===== config.mk =====
export PLATFORM = sky130hd
export DESIGN_NAME = axi_default_slave
export DESIGN_NICKNAME = d
export VERILOG_FILES = /design/src/rtl/axi_default_slave_pkg.sv /design/src/rtl/axi_default_slave_rd.sv /design/src/rtl/axi_default_slave.sv
export SDC_FILE = /design/constraint.sdc
export NUM_CORES = 1
export LEC_CHECK = 0
export ABC_CLOCK_PERIOD_IN_PS = 2000
export CAP_MARGIN = 20
export CORE_MARGIN = 4
export CORE_UTILIZATION = 42
export DETAILED_ROUTE_END_ITERATION = 12
export PLACE_DENSITY = 0.77
export SKIP_LAST_GASP = 1
export SLEW_MARGIN = 20
export SYNTH_ARGS = -nofsm -noshare
export SYNTH_HDL_FRONTEND = slang
export SYNTH_SLANG_ARGS = --single-unit

===== constraint.sdc =====
create_clock -name ACLK -period 2 [get_ports ACLK]
set_clock_uncertainty 0.15 [all_clocks]
set_input_delay 0.4 -clock ACLK [delete_from_list [all_inputs] [get_ports ACLK]]
set_output_delay 0.4 -clock ACLK [all_outputs]
set_load 0.01 [all_outputs]

===== src/rtl/axi_default_slave_pkg.sv =====
// Shared definitions for the AXI default slave: bus widths, response codes
// and the state encodings of the write and read FSMs.
package axi_default_slave_pkg;

  localparam int AXI_IDS_BITS  = 8;
  localparam int AXI_LEN_BITS  = 4;
  localparam int AXI_DATA_BITS = 32;

  localparam logic [1:0] AXI_RESP_OKAY   = 2'b00;
  localparam logic [1:0] AXI_RESP_DECERR = 2'b11;

  typedef enum logic [1:0] {
    DS_W_IDLE = 2'd0,
    DS_W_DATA = 2'd1,
    DS_W_RESP = 2'd2
  } ds_w_state_e;

  typedef enum logic {
    DS_R_IDLE = 1'b0,
    DS_R_DATA = 1'b1
  } ds_r_state_e;

endpackage


===== src/rtl/axi_default_slave_rd.sv =====
// Read side of the default slave: accepts one AR at a time and returns
// len+1 zero-data beats with DECERR. Outputs are registered from next-state.
module axi_default_slave_rd
  import axi_default_slave_pkg::*;
#(
  parameter int IDS_BITS  = AXI_IDS_BITS,
  parameter int DATA_BITS = AXI_DATA_BITS,
  parameter int LEN_BITS  = AXI_LEN_BITS
) (
  input  logic                 clk_i,
  input  logic                 rst_ni,
  input  logic [IDS_BITS-1:0]  arid_i,
  input  logic [LEN_BITS-1:0]  arlen_i,
  input  logic                 arvalid_i,
  output logic                 arready_o,
  output logic [IDS_BITS-1:0]  rid_o,
  output logic [DATA_BITS-1:0] rdata_o,
  output logic [1:0]           rresp_o,
  output logic                 rlast_o,
  output logic                 rvalid_o,
  input  logic                 rready_i
);

  ds_r_state_e         state_q, state_d;
  logic [IDS_BITS-1:0] id_q, id_d;
  logic [LEN_BITS-1:0] len_q, len_d;
  logic [LEN_BITS-1:0] cnt_q, cnt_d;
  logic                arready_q, arready_d;
  logic                rvalid_q, rvalid_d;
  logic                rlast_q, rlast_d;
  logic [1:0]          rresp_q, rresp_d;
  logic                ar_hs;
  logic                r_hs;

  assign ar_hs = arvalid_i & arready_q;
  assign r_hs  = rvalid_q & rready_i;

  // State, captured burst and registered outputs; reset abandons any burst
  always_ff @(posedge clk_i or negedge rst_ni) begin
    if (!rst_ni) begin
      state_q   <= DS_R_IDLE;
      id_q      <= '0;
      len_q     <= '0;
      cnt_q     <= '0;
      arready_q <= 1'b0;
      rvalid_q  <= 1'b0;
      rlast_q   <= 1'b0;
      rresp_q   <= AXI_RESP_OKAY;
    end else begin
      state_q   <= state_d;
      id_q      <= id_d;
      len_q     <= len_d;
      cnt_q     <= cnt_d;
      arready_q <= arready_d;
      rvalid_q  <= rvalid_d;
      rlast_q   <= rlast_d;
      rresp_q   <= rresp_d;
    end
  end

  // Next state; the counter stops on the last beat so it never wraps
  always_comb begin
    state_d = state_q;
    id_d    = id_q;
    len_d   = len_q;
    cnt_d   = cnt_q;
    case (state_q)
      DS_R_IDLE: begin
        if (ar_hs) begin
          state_d = DS_R_DATA;
          id_d    = arid_i;
          len_d   = arlen_i;
          cnt_d   = '0;
        end
      end
      DS_R_DATA: begin
        if (r_hs) begin
          if (rlast_q) state_d = DS_R_IDLE;
          else         cnt_d   = cnt_q + LEN_BITS'(1);
        end
      end
      default: state_d = DS_R_IDLE;
    endcase
  end

  // Output values decoded from the next state, registered above
  always_comb begin
    arready_d = (state_d == DS_R_IDLE);
    rvalid_d  = (state_d == DS_R_DATA);
    rlast_d   = (state_d == DS_R_DATA) && (cnt_d == len_d);
    rresp_d   = (state_d == DS_R_DATA) ? AXI_RESP_DECERR : rresp_q;
  end

  assign arready_o = arready_q;
  assign rvalid_o  = rvalid_q;
  assign rlast_o   = rlast_q;
  assign rresp_o   = rresp_q;
  assign rid_o     = id_q;
  assign rdata_o   = '0;

endmodule


===== src/rtl/axi_default_slave.sv =====
// AXI default slave: terminates every unmapped transaction with DECERR.
// Write FSM lives here; the read FSM is in axi_default_slave_rd.
module axi_default_slave
  import axi_default_slave_pkg::*;
#(
  parameter int IDS_BITS  = AXI_IDS_BITS,
  parameter int DATA_BITS = AXI_DATA_BITS,
  parameter int LEN_BITS  = AXI_LEN_BITS
) (
  input  logic                 ACLK,
  input  logic                 ARESETn,
  input  logic [IDS_BITS-1:0]  AWID,
  input  logic [LEN_BITS-1:0]  AWLEN,
  input  logic                 AWVALID,
  output logic                 AWREADY,
  input  logic                 WLAST,
  input  logic                 WVALID,
  output logic                 WREADY,
  output logic [IDS_BITS-1:0]  BID,
  output logic [1:0]           BRESP,
  output logic                 BVALID,
  input  logic                 BREADY,
  input  logic [IDS_BITS-1:0]  ARID,
  input  logic [LEN_BITS-1:0]  ARLEN,
  input  logic                 ARVALID,
  output logic                 ARREADY,
  output logic [IDS_BITS-1:0]  RID,
  output logic [DATA_BITS-1:0] RDATA,
  output logic [1:0]           RRESP,
  output logic                 RLAST,
  output logic                 RVALID,
  input  logic                 RREADY
);

  ds_w_state_e         w_state_q, w_state_d;
  logic [IDS_BITS-1:0] wid_q, wid_d;
  logic [LEN_BITS-1:0] wlen_q, wlen_d;
  logic [LEN_BITS-1:0] wcnt_q, wcnt_d;
  logic                awready_q, awready_d;
  logic                wready_q, wready_d;
  logic                bvalid_q, bvalid_d;
  logic [1:0]          bresp_q, bresp_d;
  logic                aw_hs;
  logic                w_hs;
  logic                b_hs;

  assign aw_hs = AWVALID & awready_q;
  assign w_hs  = WVALID & wready_q;
  assign b_hs  = bvalid_q & BREADY;

  // Write state, captured burst and registered outputs
  always_ff @(posedge ACLK or negedge ARESETn) begin
    if (!ARESETn) begin
      w_state_q <= DS_W_IDLE;
      wid_q     <= '0;
      wlen_q    <= '0;
      wcnt_q    <= '0;
      awready_q <= 1'b0;
      wready_q  <= 1'b0;
      bvalid_q  <= 1'b0;
      bresp_q   <= AXI_RESP_OKAY;
    end else begin
      w_state_q <= w_state_d;
      wid_q     <= wid_d;
      wlen_q    <= wlen_d;
      wcnt_q    <= wcnt_d;
      awready_q <= awready_d;
      wready_q  <= wready_d;
      bvalid_q  <= bvalid_d;
      bresp_q   <= bresp_d;
    end
  end

  // Next state; data phase ends on WLAST or on the AWLEN-th beat, whichever first
  always_comb begin
    w_state_d = w_state_q;
    wid_d     = wid_q;
    wlen_d    = wlen_q;
    wcnt_d    = wcnt_q;
    case (w_state_q)
      DS_W_IDLE: begin
        if (aw_hs) begin
          w_state_d = DS_W_DATA;
          wid_d     = AWID;
          wlen_d    = AWLEN;
          wcnt_d    = '0;
        end
      end
      DS_W_DATA: begin
        if (w_hs) begin
          if (WLAST || (wcnt_q == wlen_q)) w_state_d = DS_W_RESP;
          else                             wcnt_d    = wcnt_q + LEN_BITS'(1);
        end
      end
      DS_W_RESP: begin
        if (b_hs) w_state_d = DS_W_IDLE;
      end
      default: w_state_d = DS_W_IDLE;
    endcase
  end

  // Write output values decoded from the next state, registered above
  always_comb begin
    awready_d = (w_state_d == DS_W_IDLE);
    wready_d  = (w_state_d == DS_W_DATA);
    bvalid_d  = (w_state_d == DS_W_RESP);
    bresp_d   = (w_state_d == DS_W_RESP) ? AXI_RESP_DECERR : bresp_q;
  end

  assign AWREADY = awready_q;
  assign WREADY  = wready_q;
  assign BVALID  = bvalid_q;
  assign BRESP   = bresp_q;
  assign BID     = wid_q;

  axi_default_slave_rd #(
    .IDS_BITS  (IDS_BITS),
    .DATA_BITS (DATA_BITS),
    .LEN_BITS  (LEN_BITS)
  ) u_rd (
    .clk_i     (ACLK),
    .rst_ni    (ARESETn),
    .arid_i    (ARID),
    .arlen_i   (ARLEN),
    .arvalid_i (ARVALID),
    .arready_o (ARREADY),
    .rid_o     (RID),
    .rdata_o   (RDATA),
    .rresp_o   (RRESP),
    .rlast_o   (RLAST),
    .rvalid_o  (RVALID),
    .rready_i  (RREADY)
  );

endmodule


**Cell placement**

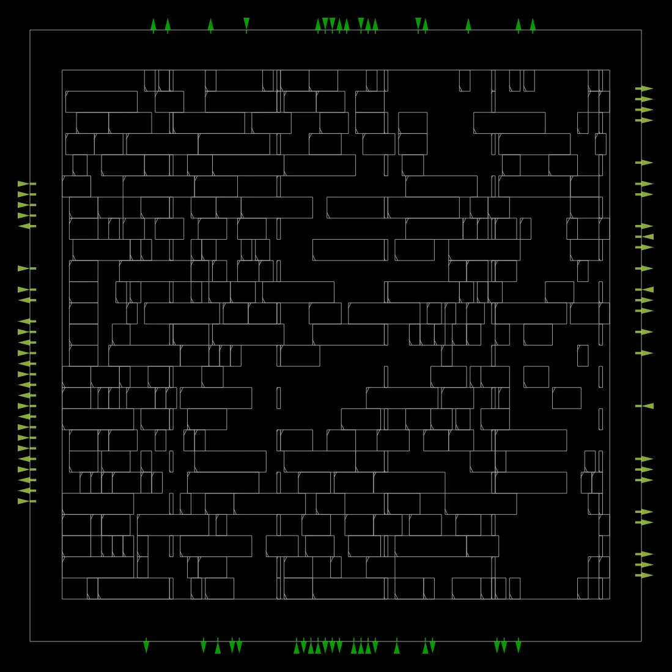
final core area utilization: 0.577
flop count: 42
fill count: 436

**Wiring heat map**

The die is cut into 16 by 16 equal tiles; dark blue is low, red is high, scaled to the fullest tile. Values are wire area over tile area, all layers added.
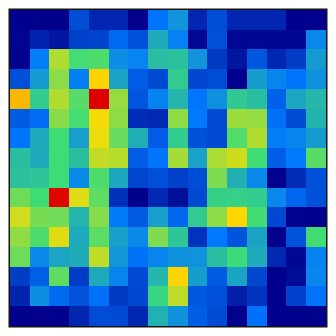
mean over tiles: 0.10
fullest tile: 0.34
nearly empty tiles: 11%
densest ninth of the die: left middle
tiles over half the peak: 22%
GRT Overall Usage: 0.136
DR vias: 1429
final wirelength: 3900 um
drt wl/cell: 12.0 um

**Cells colored by class**

Fill, decap, tap and diode cells in gray.
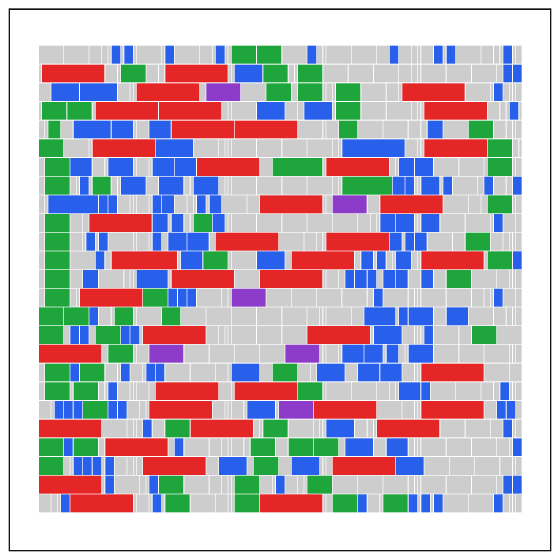
[all other logic] blue | cells: 144
[clock drivers and dummy loads] purple | cells: 6
[other buffers and delay cells] green | cells: 65
[flip-flops] red | cells: 42

**Floorplan with the power grid**

Scale bar: 20 um. Pins as bars on the die edge. Tap cells in gray.
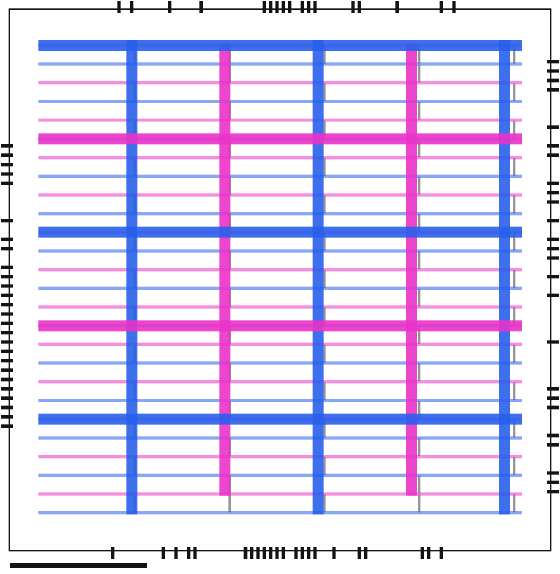
[VDD] magenta
[VSS] blue
met1 rails: 26
met4 straps: 5
met5 straps: 5

**Nets reached from selected ports**

Scale bar: 20 um.
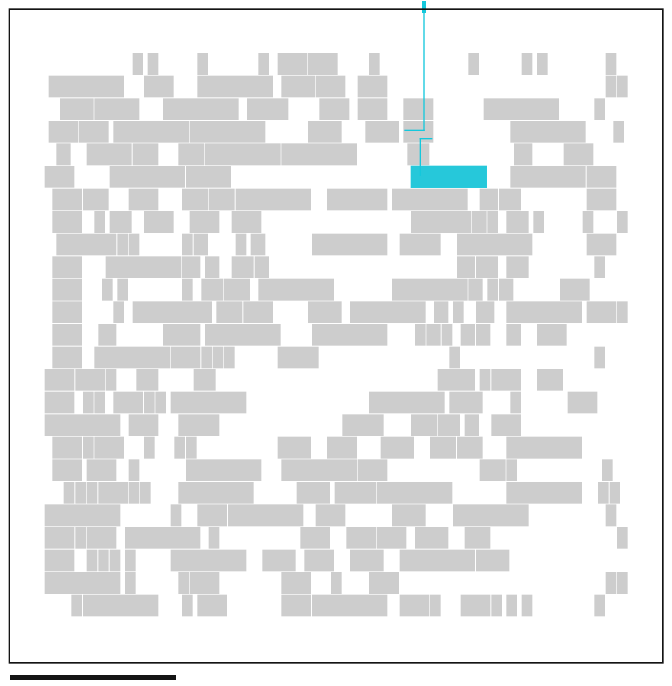
[AWVALID] cyan | bits: 1 | direction: input | edge: top | end cells: 1 | buffers: 1 | wire: 22.4 um

==> Changelog: implementation <==
### Implementation results

- Status: finished clean
- DR pass1 iterations: 4
- DRC: 0
- Biggest area cells: dfrtp_1 (50%), buf_4 (13%), mux2_2 (7.0%), nand2_1 (7.0%), xnor2_1 (4.2%)
- R2R cell count: 6
- F_max: 0.542 GHz
- Xor/xnor share: 0.0502
- Post-synth ARST share: 1.00
- Clock buffer count: 6
- Period utilization: 0.922
- Cell Area, Placed: approximately 2700 um2
- Area Growth Syn to Fin: 32.0%
- Ys cells: between 150 and 200
- Tool warnings: 26
- Leakage: about 1.3 nW
- Setup TNS Final: 0 ps
- Delay-heaviest family, CP: buffers and inverters
- Min Tclk post-route: around 1800 ps
- MUX share of area: 0.103
- Synth Flop Type: dfrtp_1
- Adder Share, Synth: 0.0120
- Hold Fails Final Rpt: 0
- Biggest Area Class: sequential cells
- CP Max Fanout: 8
- Met1 usage: 0.156
- Logic area: approximately 880 um2
- Post-cts sizing count: 0
- Total Power: about 0.0036 W
- Pwr/cell area: 1310 nW/um2
- Fin worst setup slack: 156 ps
- Count leader, synth: dfrtp_1
- Mapped Area: ~2100 um2
- Hold WC Path Type: reg -> reg
- Critical path buffers and inverters: 1
- Grt met2 use: 0.235
- Critical Path Stages: 1
- Combinational gates: approximately 140
- Hold slack: roughly 330 ps
- Initial DRC Count: 47
- Worst path arrival time: roughly 1300 ps
- RR Endpoint: wcnt_q[0]$_DFFE_PN0P_
- Grt peak-use layer: met2
## worst min-delay path: cells and delay by family, from the launching register on
kind,cells,cell delay [ps]
flops,1,350
simple gates,2,110
## state kept, by name (all words and copies together) (netlist names)
signal / count
wcnt_q: 4
u_rd.state_q: 1
u_rd.arready_o: 1
u_rd.rresp_o: 1
BRESP: 1
w_state_q: 2
BVALID: 1
WREADY: 1
BID: 8
wlen_q: 4
AWREADY: 1
u_rd.rid_o: 8
u_rd.len_q: 4
u_rd.rlast_o: 1
u_rd.cnt_q: 4
## report_power, final
| group | switching, W | total, W | internal (W) |
|---|---|---|---|
| Sequential | 0.000279 | 0.00149 | 0.00121 |
| Clock | 0.000260 | 0.000526 | 0.000266 |
| Combinational | 0.000657 | 0.00159 | 0.000933 |
| Total | 0.00120 | 0.00361 | 0.00241 |
Power figures rest on the tool's default switching activity, not on a simulated workload.
